$ cat src/rtl/dispatch_queue.sv
// In-order dispatch buffer between rename and the reservation station: up to 3 enqueues and 3 dequeues per cycle.
// Optional `DISPATCH_QUEUE_HWM_EN adds o_hwm, the peak occupancy seen since reset.
module dispatch_queue #(
    parameter  int BWIDTH = 57,
    parameter  int DEPTH  = 16,
    localparam int PTRW   = $clog2(DEPTH)
) (
    input  logic              i_clk,
    input  logic              i_rst_n,
    input  logic              i_flush,
    input  logic [BWIDTH-1:0] i_enq_bundle0,
    input  logic [BWIDTH-1:0] i_enq_bundle1,
    input  logic [BWIDTH-1:0] i_enq_bundle2,
    input  logic [1:0]        i_enq_count,
    output logic [1:0]        o_enq_room,
    output logic [BWIDTH-1:0] o_bundle0,
    output logic [BWIDTH-1:0] o_bundle1,
    output logic [BWIDTH-1:0] o_bundle2,
    output logic [1:0]        o_insert_count,
    input  logic [1:0]        i_accept_count,
    output logic              o_empty,
    output logic              o_full,
    output logic              o_err
`ifdef DISPATCH_QUEUE_HWM_EN
    ,
    output logic [PTRW:0]     o_hwm
`endif
);

    logic [BWIDTH-1:0] mem [DEPTH];
    logic [PTRW-1:0]   rd_ptr, wr_ptr;
    logic [PTRW:0]     occ, occ_nxt, free_cnt;
    logic [1:0]        deq_cnt, enq_cnt;
    logic              viol;
    logic [BWIDTH-1:0] enq_b [3];
    logic [BWIDTH-1:0] rd_b  [3];

    assign enq_b[0] = i_enq_bundle0;
    assign enq_b[1] = i_enq_bundle1;
    assign enq_b[2] = i_enq_bundle2;

    // Room is taken from registered occupancy only, so a same-cycle dequeue never grants extra room.
    assign free_cnt       = (PTRW+1)'(DEPTH) - occ;
    assign o_enq_room     = (free_cnt >= (PTRW+1)'(3)) ? 2'd3 : free_cnt[1:0];
    assign o_insert_count = (occ >= (PTRW+1)'(3)) ? 2'd3 : occ[1:0];
    assign o_empty        = (occ == '0);
    assign o_full         = (occ == (PTRW+1)'(DEPTH));

    assign deq_cnt = (i_accept_count > o_insert_count) ? o_insert_count : i_accept_count;
    assign enq_cnt = (i_enq_count > o_enq_room) ? o_enq_room : i_enq_count;
    assign viol    = (i_accept_count > o_insert_count) || (i_enq_count > o_enq_room);
    assign occ_nxt = i_flush ? '0 : occ + (PTRW+1)'(enq_cnt) - (PTRW+1)'(deq_cnt);

    // NOTE: every variable written in always_comb gets a value on every path, otherwise a latch is inferred.
    always_comb begin
        for (int k = 0; k < 3; k++) begin
            rd_b[k] = '0;
            if (2'(k) < o_insert_count)
                rd_b[k] = mem[rd_ptr + PTRW'(k)];
        end
    end

    assign o_bundle0 = rd_b[0];
    assign o_bundle1 = rd_b[1];
    assign o_bundle2 = rd_b[2];

    // NOTE: sequential state uses non-blocking assignments so every register samples pre-edge values.
    always_ff @(posedge i_clk or negedge i_rst_n) begin
        if (!i_rst_n) begin
            rd_ptr <= '0;
            wr_ptr <= '0;
            occ    <= '0;
            o_err  <= 1'b0;
        end else if (i_flush) begin
            rd_ptr <= '0;
            wr_ptr <= '0;
            occ    <= '0;
        end else begin
            rd_ptr <= rd_ptr + PTRW'(deq_cnt);
            wr_ptr <= wr_ptr + PTRW'(enq_cnt);
            occ    <= occ_nxt;
            if (viol)
                o_err <= 1'b1;
        end
    end

    // NOTE: the storage array has no reset; stale entries are harmless because every read is gated by occ.
    always_ff @(posedge i_clk) begin
        if (!i_flush) begin
            for (int k = 0; k < 3; k++) begin
                if (2'(k) < enq_cnt)
                    mem[wr_ptr + PTRW'(k)] <= enq_b[k];
            end
        end
    end

`ifdef DISPATCH_QUEUE_HWM_EN
    always_ff @(posedge i_clk or negedge i_rst_n) begin
        if (!i_rst_n)
            o_hwm <= '0;
        else if (occ_nxt > o_hwm)
            o_hwm <= occ_nxt;
    end
`endif

endmodule
$ cat config.mk
export PLATFORM = sky130hd
export DESIGN_NAME = dispatch_queue
export DESIGN_NICKNAME = d
export VERILOG_FILES = /design/src/rtl/dispatch_queue.sv
export SDC_FILE = /design/constraint.sdc
export NUM_CORES = 2
export LEC_CHECK = 0
export CORE_MARGIN = 2
export CORE_UTILIZATION = 40
export CTS_CLUSTER_DIAMETER = 200
export DETAILED_ROUTE_END_ITERATION = 6
export GPL_TIMING_DRIVEN = 0
export MAX_ROUTING_LAYER = met4
export SLEW_MARGIN = 5
export SYNTH_ARGS = -nofsm -noshare
export SYNTH_HDL_FRONTEND = slang
export SYNTH_SLANG_ARGS = --single-unit
$ cat constraint.sdc
create_clock -name i_clk -period 9.05 [get_ports i_clk]
set_input_delay 1.3575 -clock i_clk [delete_from_list [all_inputs] [get_ports i_clk]]
set_output_delay 1.3575 -clock i_clk [all_outputs]
set_load 0.05 [all_outputs]
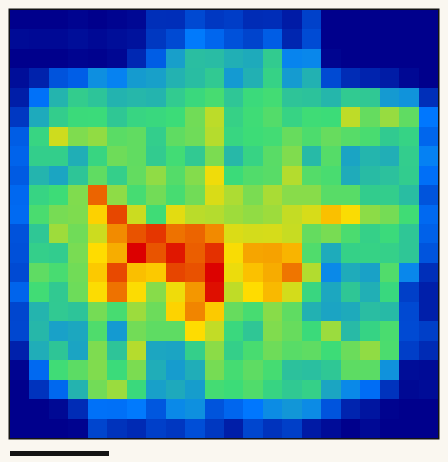
(images/route_heat.png)
Scale bar: 100 microns. The die is cut into 22 by 22 equal tiles; dark blue is low, red is high, scaled to the fullest tile. Values are wire area over tile area, all layers added.
densest ninth of the die: centre
mean over tiles: 0.34
fullest tile: 0.84
tiles over half the peak: 38%
nearly empty tiles: 11%

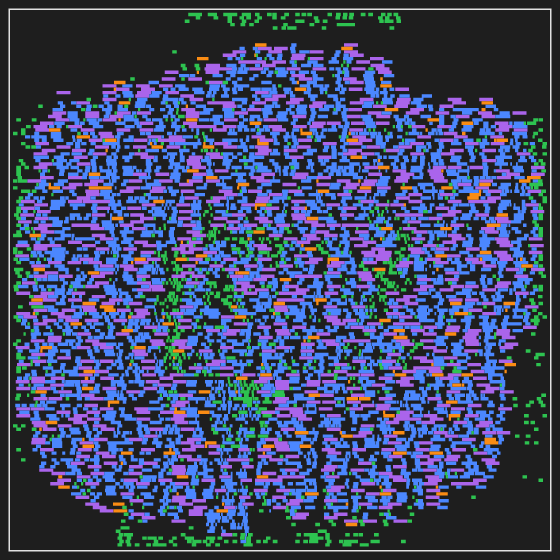
(images/class_map.png)
legend:
  purple:
    class: registers
    cells: 926
    share_of_their_area: 34%
  green:
    class: remaining buffers and delay cells
    cells: 1,158
    share_of_their_area: 9.6%
  orange:
    class: clock drivers and dummy loads
    cells: 207
    share_of_their_area: 4.4%
  blue:
    class: remaining logic cells
    cells: 3,718
    share_of_their_area: 52%

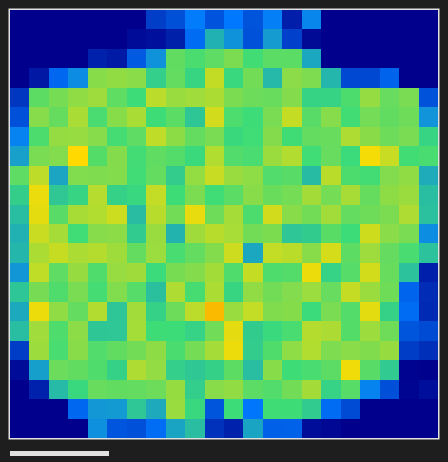
(images/util_map.png)
Scale bar: 100 microns. The die is cut into 22 by 22 equal tiles; dark blue is low, red is high, 0 to 100% covered.
tiles over 75% full: 0.40%
fullest tile: 79%
nearly empty tiles: 12%
mean over tiles: 44%

==> flow_summary.yaml <==
# implementation run metrics
outcome:
  outcome: "finished with violations"
  violations: "capacitance limit, slew limit"
grt:
  first_global_vias: 57900
  grt_antenna_before_repair: 23
  grt_usage_pct: 37.8
  grt_max_degree: 34
placement:
  numPortBuffers: 355
  placed_cells: 8185
pwr:
  power_frac_comb_pct: 63.6
  p_int_mw: 14.3
detailed_routing:
  drt_iter0_drc: 9274
timing:
  rsz0062_at_grt: "no"
  slew_viol_final: 34
job:
  maxCapViolCount: 4
setup_path:
  worstPathRequired_ns: 7.69
floorplanning:
  die.size.y_microns: 432
  dieArea_sq_um: 187000
yosys:
  synth_nets: 5507
cts:
  post_cts_resize_count: 0
finish:
  utilization_pct: 46.6
[final timing paths]
check,from,end,cells after the start
setup / recovery,rd_ptr[1],o_bundle0[4],8
hold reg to reg,o_err,o_err,1
setup reg to reg,occ[0],mem[6][29],21
hold / removal,o_err,o_err,1
max in group asynchronous,i_rst_n,rd_ptr[2],1
min in group asynchronous,i_rst_n,o_err,1
[state kept, by name (all words and copies together), names as in the netlist]
name    count
occ         5
rd_ptr      4
o_err       1
wr_ptr      4
mem       912
[critical path: stages (launching register included)]
cell,delay (ns)
dfrtp_1,0.53
clkbuf_1,0.24
clkbuf_1,0.83
clkbuf_1,1.09
buf_1,1.16
mux4_2,0.44
mux2i_1,0.11
a211oi_1,1.17
clkdlybuf4s50_1,1.00
[final cells by class]
class | instances | area share [%]
clock inverter | 70 | 0.698
clock buffer | 137 | 3.55
sequential | 926 | 32.6
timing repair buffer | 500 | 5.81
multi-input combinational | 3690 | 50.1
buffer | 658 | 3.48
antenna | 29 | 0.0854
tap | 2385 | 3.51
inverter | 28 | 0.124
[synthesized netlist by cell type, types with 9 or more instances]
master | number | area share [%]
a21oi_1 | 177 | 1.2
a211oi_1 | 230 | 2.4
nor2_1 | 257 | 1.3
or3_1 | 9 | 0.077
buf_4 | 28 | 0.29
buf_1 | 45 | 0.23
clkbuf_1 | 436 | 2.2
mux2i_1 | 373 | 5.1
nand2b_1 | 10 | 0.085
buf_6 | 26 | 0.40
nand2_1 | 17 | 0.087
ha_1 | 23 | 0.39
buf_2 | 123 | 0.84
o21ai_0 | 10 | 0.068
dfrtp_1 | 14 | 0.48
inv_1 | 26 | 0.13
nor3_1 | 10 | 0.068
o211ai_1 | 13 | 0.13
mux2_1 | 30 | 0.46
edfxtp_1 | 912 | 37
nor2b_1 | 65 | 0.56
nor4_1 | 58 | 0.50
mux4_2 | 570 | 18
mux2_2 | 1764 | 27
[power groups by stage]
stage	sequential, mW	combinational (mW)	clock [mW]
2_1_floorplan	5.78	10.7	0
3_3_place_gp	6.02	17.4	0
3_5_place_dp	5.86	17.7	0
4_1_cts	5.78	17.8	4.66
5_1_grt	5.84	18.5	4.80
6_report	5.81	18.3	4.69
[kinds of logic (layout without fill, tap and decap cells)]
logic type | after synthesis | in the layout | share of synthesized area [%]
other | 0 | 29 | 0
XOR/XNOR | 14 | 14 | 0.167
adder cells (fa/ha/maj) | 27 | 27 | 0.502
AND-OR/OR-AND | 450 | 450 | 4.02
flip-flops | 926 | 926 | 37.9
buffers and inverters | 686 | 1393 | 4.14
multiplexers | 2737 | 2737 | 50.2
AND/OR/NAND/NOR | 462 | 462 | 3.11
[routing by layer]
| layer | part of all wire [%] | routed length [microns] | track usage [%] |
|---|---|---|---|
| met4 | 8.0 | 28200 | 24.3 |
| met5 | 0 | 0 | - |
| met1 | 36 | 125000 | 45.4 |
| met3 | 13 | 45600 | 12.5 |
| met2 | 43 | 152000 | 54.3 |
Power figures rest on the tool's default switching activity, not on a simulated workload.
